### Logic cells by family

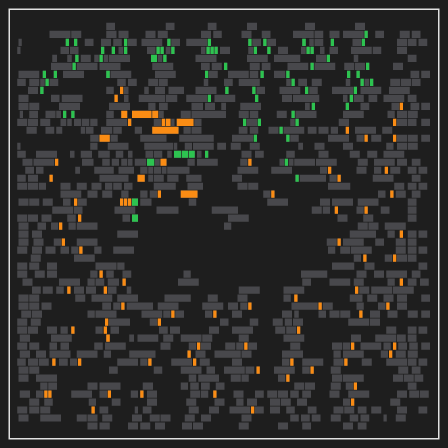
### Cells coloured by class

The bar under the picture is 50 um long.
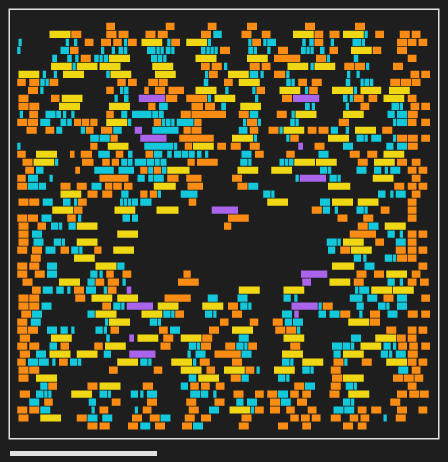
### Where the registers sit

The bar under the picture is 50 um long. Other sequential cells in the stronger grey, the rest of the logic in the fainter grey.
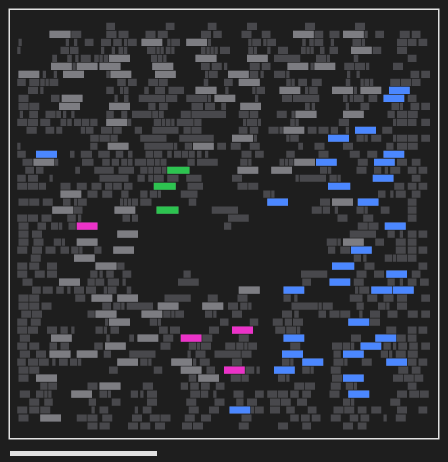
### Metal layers overlaid

The bar under the picture is 50 um long. Two of the layers only.
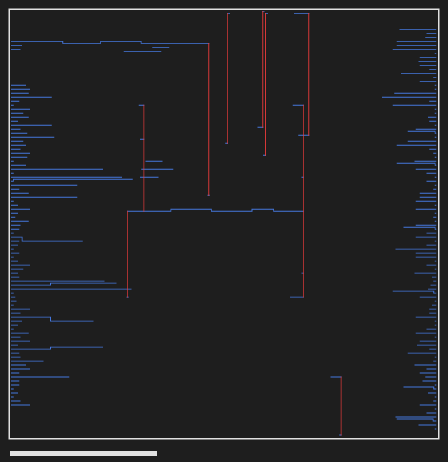
==> config.mk <==
export PLATFORM = sky130hd
export DESIGN_NAME = axi4_lite_mst_arbiter_flat
export DESIGN_NICKNAME = d
export VERILOG_FILES = /design/src/rtl/axi4_lite_arb_pkg.sv /design/src/rtl/axi4_lite_if.sv /design/src/rtl/axi4_lite_mst_arbiter_rr.sv /design/src/rtl/axi4_lite_mst_arbiter.sv /design/src/flat_wrapper.sv
export SDC_FILE = /design/constraint.sdc
export NUM_CORES = 1
export LEC_CHECK = 0
export CORE_MARGIN = 2
export CORE_UTILIZATION = 25
export CTS_BUF_LIST = sky130_fd_sc_hd__clkbuf_16
export DETAILED_ROUTE_END_ITERATION = 8
export MAX_ROUTING_LAYER = met4
export PLACE_DENSITY_LB_ADDON = 0.05
export SLEW_MARGIN = 20
export SYNTH_ARGS = -nofsm -noshare
export SYNTH_HDL_FRONTEND = slang
export SYNTH_SLANG_ARGS = --single-unit
==> constraint.sdc <==
create_clock -name i_clk -period 1.7 [get_ports i_clk]
set_input_delay 0.51 -clock i_clk [delete_from_list [all_inputs] [get_ports i_clk]]
set_output_delay 0.51 -clock i_clk [all_outputs]
set_load 0.01 [all_outputs]
==> Slide: Implementation Results <==
Run Summary

Outcome
  – Outcome: finished, violations left
  – Failing checks: negative setup slack

Clock tree
  – Clock latency on the worst-skew pair: 0.35 ns
  – Post-CTS Setup Inserts: 7
  – Post-CTS Hold Buffers: 0
  – CTS tree: yes
  – H-Tree Depth: 3
  – Clock Sink Count: 112
  – CTS clk-pin slew, worst paths: 0.07 ns
  – CTS buffer count: 9
  – Clock root buffer master: clkbuf_16
  – Gates resized, CTS repair: 184
  – CTS max path bufs: 2

Layout
  – Flop Count: 112
  – Ratio of cells with drive above 1 in the final layout: 11.6%
  – Non-CTS buffers: 372
  – Logic area: 2370 um2
  – Fillers: 1966
  – Non-clock buffering overhead: 41.1%
  – Most frequent cells in the layout: 179 x clkdlybuf4s50_1, 140 x dlygate4sd2_1, 107 x dfxtp_1, 76 x nor2_1, 72 x mux2i_1
  – Layout net count: 1046
  – Number of clock buffers in the layout: 9
  – Non-clock inverter count: 3
  – Logic Gate Count: 365
  – Clock network share of area: 2.94%
  – # diodes: 2
  – Biggest Area Class: buffers
  – Layout area overhead: 77.1%

Global routing
  – Met1 Resource Use GR: 18.8%
  – GRT Residual Overflow: 0
  – First-pass GRT wire length: 26900 um
  – M2 GR Usage: 27.9%
  – Busiest grt layer: met2
  – Met3 usage: 4.42%
  – Number of global-route vias before repair: 4770
  – Pin count of the biggest net entering global routing: 65
  – Antenna violations before repair: 2

Synth
  – Top cells by area: dfxtp_1 45%, mux2i_1 14%, a211oi_1 10%, buf_4 7.3%, nor2_1 5.7%
  – MUX area fraction: 14.4%
  – Yosys warnings: 0
  – Yosys top cell area share: 44.7%
  – Simple share: 14.0%
  – Post-Syn Instances: 556
  – Synth area leader: dfxtp_1
  – Cell count in the Yosys report: 556
  – Adder-cell share of the synthesized area: 0%
  – Yosys aoi share: 16.4%
  – Most common cell in the netlist: dfxtp_1
  – Distinct cells, synth: 33
  – Yosys synthesis chip area: 5020 um2
  – Number of enable flip-flop cells: 0
  – Ys async rst share: 0%
  – Synth Cell Area: 5020 um2
  – Main flop type: dfxtp_1
  – Seq share, synth: 44.7%
  – Avg Cell Area, Syn: 9.02 um2
  – Dominant combinational family: AND-OR/OR-AND gates
  – Top cells by count: 112 x dfxtp_1, 76 x nor2_1, 72 x mux2i_1
  – Area fraction in xor and xnor cells: 0%
  – Yosys reg bits: 112

Routing
  – M1 WL: 7740 um
  – Met2 wire len: 9210 um
  – DRC errors left: 0
  – Top Layer Used: met4
  – Via count: 5093
  – Via density: 4.49
  – 1st-iter DRT viols: 207
  – ANT nets after route: 0
  – Total Routed Length: 18600 um
  – Pre-Repair DR Iteration Count: 4

Pwr
  – Flop pwr share: 33.6%
  – Switch share: 36.7%
  – Total combinational power: 5.68 mW
  – Clock network power share: 17.1%
  – Comb pwr share: 49.3%
  – LEAKAGE: 3.84 nW
  – Max IR drop VDD: 0.597 mV
  – Pwr Density: 1300 nW/um2
  – Largest power group: combinational logic
  – Switching Power: 4.22 mW
  – Clock Power: 1.97 mW
  – P_int: 7.28 mW

Final timing
  – Final Hold Viols: 0
  – Slew Viols, Final: 0
  – Max Clock Skew: 0.00977 ns
  – Post-layout minimum cycle time: 1.91 ns
  – Fmax: 524 MHz
  – Hold WS: 0.451 ns
  – Setup TNS: -0.837 ns
  – Final worst setup slack: -0.209 ns
  – Slew HR: 46.9%
  – Tcrit/Tclk final: 112%
  – RSZ-0062 raised after global routing: yes
  – Least-Margin Pin Slew: 0.796 ns
  – Setup violators final: 8

Placed design
  – GPL Wtd Cong: 0.823
  – HPWL Detailed: 13500 um
  – Port buffer count: 325

Worst setup path
  – Worst R2R Setup Slack: -0.15 ns
  – CP Launch Type: register
  – Crit path max fanout: 3
  – WP data required: 1.19 ns
  – WP data arrival: 1.40 ns
  – FF-to-FF path depth: 8
  – Critical setup path kind: reg -> out
  – Crit. End Element: output port

Floorplan
  – Die Span Y: 146 um
  – Die Wd: 146 um
  – Fp_density: 25.6%
  – # Taps: 265
  – Core box area: 19600 um2
  – Chip area: 21200 um2

Job
  – Tool warnings: 29
  – Max-cap violation count: 0

Min path
  – Hold Path Class: reg -> reg
Notes on 'Logic cells by family' above:
orange -> NOR gates  # cells 86, most used nor2_1, where spread over the die
green -> NAND gates  # cells 73, most used nand2_1
Non-Filler Instances: 1134
combinational share of cell area: 26.7%
Commonest Layout Cell: clkdlybuf4s50_1

Notes on 'Cells coloured by class' above:
cyan -> all other logic  # cells 368
purple -> clock drivers and dummy loads  # cells 15
yellow -> flip-flops  # cells 112
orange -> other buffers and delay cells  # cells 372
num rows: 51
final instance area: 8880 um2
Util after Layout: 45.4%

Notes on 'Where the registers sit' above:
magenta -> `u_core.if_m_axi4_lite.wstrb`  # sequential cells 4, where south
blue -> `u_core.if_m_axi4_lite.araddr`  # sequential cells 32
green -> `u_core.state_q`  # sequential cells 3
not coloured = 73
sequential power: 3.86 mW
flip-flop and latch area: 2250 um2
sequential cell area share: 25.3%

Notes on 'Metal layers overlaid' above:
red -> met4  # wire length 375 um
blue -> met3  # wire length 1310 um
Total GRT Usage: 16.6%
routed wire length per instance: 16.4 um

## stage by stage
stage,power (mW),instance area [um2],std cells,setup slack [ns]
floorplan,6.94,5040,561,-0.0498
global placement,9.64,8450,1102,-0.847
detailed placement,9.73,8450,1102,-0.845
CTS,11.3,8690,1126,-0.238
global route,12.2,8880,1134,-0.307
finish,11.5,8880,1134,-0.209
## worst max-delay path: stages (launching register included)
cell and delay, ns:
dfxtp_2 0.34, nor3_4 0.25, o21ai_2 0.10, nor3_2 0.17, buf_4 0.17
## kinds of logic (layout without fill, tap and decap cells)
family | count (synthesis) | count (layout)
flip-flops | 112 | 112
other | 1 | 8
AND/OR/NAND/NOR | 164 | 164
AND-OR/OR-AND | 123 | 123
multiplexers | 72 | 72
buffers and inverters | 84 | 390
No activity file was given, so power comes from the tool's default toggle rates.
